Wiring by layer:
Scale: 2 px per µm.
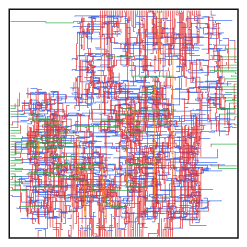
Metal 3:
Scale: 2 px per µm.
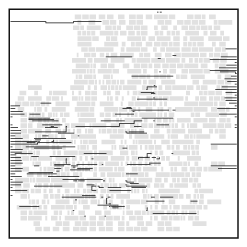
Sequential cells grouped by signal name:
Scale: 2 px per µm. Other sequential cells in the stronger gray, the rest of the logic in the fainter gray.
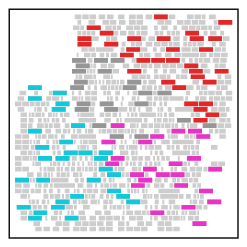
Congestion heat map:
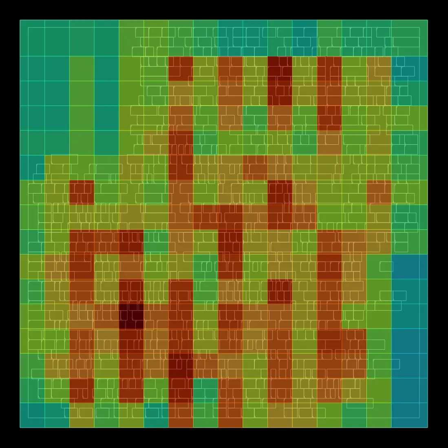
Design fifo_dma_reader, sky130hd; sources not shown.
==> run summary <==
Results of the run.

The tool warning count for the run is 29. The number of buffers created by CTS is 9. The via count of the first global-routing pass is 5548. The fraction of the mapped netlist area in adder cells is 0.0109.

The slack of the worst reg-to-reg path is 450 ps. The post-route report lists met1 wire length as 6700 µm. Per the timing report, the biggest fanout along the worst path comes to 17.

The number of standard cells reported by yosys is 691. The share of synthesized cell area in and-or and or-and compound cells is 0.186. The maximum buffer depth of the clock tree is 2. The predominant post-synthesis flop cell is sky130_fd_sc_hd__dfxtp_1. Of the total synthesized cell area, the portion taken by AND, OR, NAND and NOR gates is 0.294. The initial utilization of the core area, before any placement, comes to 0.486.

The largest net degree at the start of global routing is 121. Per the repair_timing log after CTS, setup buffers inserted total 0. Checking max transition, the worst relative margin is 0.352. The area share of xor/xnor cells in the synthesized design is 0.00760.

The clock slew seen by the registers of the worst setup and hold paths is 70 ps. Looking at area per cell type in the netlist, the leader is sky130_fd_sc_hd__dfxtp_1. VDD sags by at most 0.000445 V. The total setup violations reported at the end of the flow is 0.

The count of library flops with an enable pin is 0. Once the clock tree was built, the resizer swapped 0 gates to a different size. Setup repair after global routing left no endpoint under its margin. The maximum clock frequency is 401 MHz. Per the final layout report, the fraction of cells sized above drive strength 1 comes to 0.0621. The detailed router reports a met2 wire length of 8500 µm. The max-slew violation count is 0. The most frequent cell after synthesis is sky130_fd_sc_hd__dfxtp_1. The report puts the hold buffer count at CTS at 0. The element type at the critical path end is a register. The cell family contributing the most delay on the critical path is simple AND/OR/NAND/NOR gates. The synthesis report lists the Yosys warning total as 0. The critical path goes through nand3b_1 -> nor2_1 -> buf_4 -> nand4_1 -> o311ai_0 -> a31oi_1. The number of buffers and inverters on the critical path is 1. Summed over all layers, the global routing overflow is 0.

The die area is 12900 µm². The critical path in this run is classified as reg2reg. The area fraction of the largest cell type after synthesis is 0.375.

STA classifies the critical path startpoint as a register. By area the synthesized netlist is led by sky130_fd_sc_hd__dfxtp_1, sky130_fd_sc_hd__nand2b_1, sky130_fd_sc_hd__mux2i_1. Synthesis instantiated 69 different standard cells from the library.

The cell row count is 40. The biggest combinational cell group after synthesis is simple AND/OR/NAND/NOR gates. The clock tree root buffer cell is sky130_fd_sc_hd__clkbuf_16. The sequential fraction of the synthesis area is 0.375. Per the final timing report, the hold violations number 0. Looking at the max-slew report, the worst-margin pin has a slew of 972 ps.

The async set or reset register ratio after synthesis is 0. The number of port buffers is 164. At the worst endpoint, the required time is 3140 ps. TritonCTS built the clock tree. The post-synth net total is 790. The worst clock skew is 9.19 ps. The floorplan step set the die width to 114 µm. The script parses the final routing iteration and logs DRC violations as 0. At the worst endpoint, the arrival time is 2690 ps. Synthesis produced a netlist whose cell count is 691. The logic depth of the worst register-to-register path is 6. The core region area is 11900 µm². The synthesis-to-layout area growth is 35.3%. The routed wire length on met3 is 1090 µm. The commonest cells after synthesis are sky130_fd_sc_hd__dfxtp_1, sky130_fd_sc_hd__nand2b_1, sky130_fd_sc_hd__nand2_1, sky130_fd_sc_hd__nor2_1, sky130_fd_sc_hd__a21oi_1. Per the CTS log, the maximum H-tree level is 3. The flip-flop count of the largest register after layout is 32. The time the final worst path needs with I/O delays and setup is 2500 ps.

Before antenna repair, the detailed router went through 5 iterations. The multiplexer share of the synthesized area is 0.0742. The chip area line in the Yosys stat output reads 5770 µm². The flow ran to the end, and the final reports show no timing, DRC or antenna violations. After routing, the total negative slack on setup checks comes to 0 ps. Signal routing reaches up to met4. The post-synth design cell area is 5770 µm². Per the log, the first TritonRoute iteration ended with a DRC count of 462.

The worst stage delay on the critical path is 710 ps. Per the post-route antenna check, the number of violating nets is 0. The power after layout is 3.69 mW. The number of top-level pins is 165.

From bottom edge to top edge, the die measures 114 µm. The initial antenna violation count is 0. The library cell contributing the largest single delay on the critical path is sky130_fd_sc_hd__dfxtp_1. The final weighted congestion in routability-driven placement is 0.891. Max-cap violations in this run came to 0. Per the summary, power density relative to cell area is 473 nW/µm².

The hold path depth is 1. The sink count of the clock tree is 108. The average instance area after synthesis is 8.34 µm².

The timing report lists the critical path depth as 6 cells. The register bit total from synthesis is 108. The later pin in the worst-skew pair is clocked with a latency of 350 ps. Post-route period utilization is reported as 0.846. The number of vias per cell is 5.99. The most critical min-delay path falls under reg2reg.

The HPWL after detailed placement is 11900 µm. The leakage component of the power was reported as 2.64 nW. The first global-routing pass estimated 26600 µm of wire. The antenna cell count is 0. The post-layout net count is 932.
Back to the opening pictures, 'wiring by layer':
- metal 3: green (wire length 1090 µm)
- metal 4: orange (wire length 390 µm)
- metal 1: blue (wire length 6700 µm)
- metal 2: red (wire length 8500 µm)
drt total wl: 16700 µm
routed length per placed instance: 17.0 µm

Back to the opening pictures, 'metal 3':
- nets with wire on the layer: 131
- share of all routed wire: 6.5%
- longest straight run: 24.4 µm
- wire length on this layer: 1090 µm
- main direction: horizontal
fraction of met3 tracks used by global routing: 0.0462
via count of the routed design: 5895

Back to the opening pictures, 'sequential cells grouped by signal name':
- ADDR: cyan (placed flops 30)
- cnt: magenta (placed flops 24)
- DATA_OUT: red (placed flops 32)
share of the final layout cell area in sequential cells: 0.277
post-route core utilization: 0.657
sequential standard cell area: 2160 µm²
power attributed to sequential cells: 1.62 mW

Back to the opening pictures, 'congestion heat map':
met1 usage: 0.312
All-Layer GR Usage: 0.253
grt met2 use: 0.445

==> routing by layer <==
metal / GRT usage / vias to the layer above
li1: - / 2819
met1: 0.312 / 2782
met2: 0.445 / 254
met3: 0.0462 / 40
met4: 0.0878 / 0
met5: 0 / -
==> cell usage in the layout (no fill, tap or decap), drive strengths merged, types with 3 or more instances in the layout <==
cell type,instances
o211ai,15
nor3,19
a211oi,11
or4,10
nor4,14
a22oi,5
xor2,4
bufinv,3
nand3,27
clkdlybuf4s50,163
a311oi,3
or2,6
and2,5
o311ai,6
dfxtp,108
inv,10
a31oi,23
mux2,6
o22ai,3
o21ai,22
and4,3
nand2,61
nor4b,3
nand2b,67
clkbuf,10
nand4,10
a221oi,5
and3,10
buf,14
a21oi,40
nor2,50
nor2b,5
mux2i,36
or3,16
ha,5
a2111oi,3
==> cell type report <==
type	count	area, µm²
fillers	972	4060
multi-input cells	527	3310
flip-flops and latches	108	2160
repair buffers	177	1760
clock buffers	10	239
well taps	147	184
clock inverters	5	100
inverters	10	37.5
==> power breakdown <==
group | internal (mW) | switching [mW]
clock network | 0.846 | 0.540
logic | 0.344 | 0.338
registers | 1.53 | 0.0917
total | 2.72 | 0.970
==> per-stage QoR <==
step	hold slack [ps]	cells	instance area, µm²	util	setup WS [ps]
2_1_floorplan	423	691	5770	-	783
3_3_place_gp	427	969	7460	0.629	530
3_5_place_dp	437	969	7460	0.629	414
4_1_cts	447	984	7800	0.657	496
5_1_grt	464	984	7800	0.657	258
6_report	447	984	7800	0.657	454
Power and IR drop assume default switching activity.
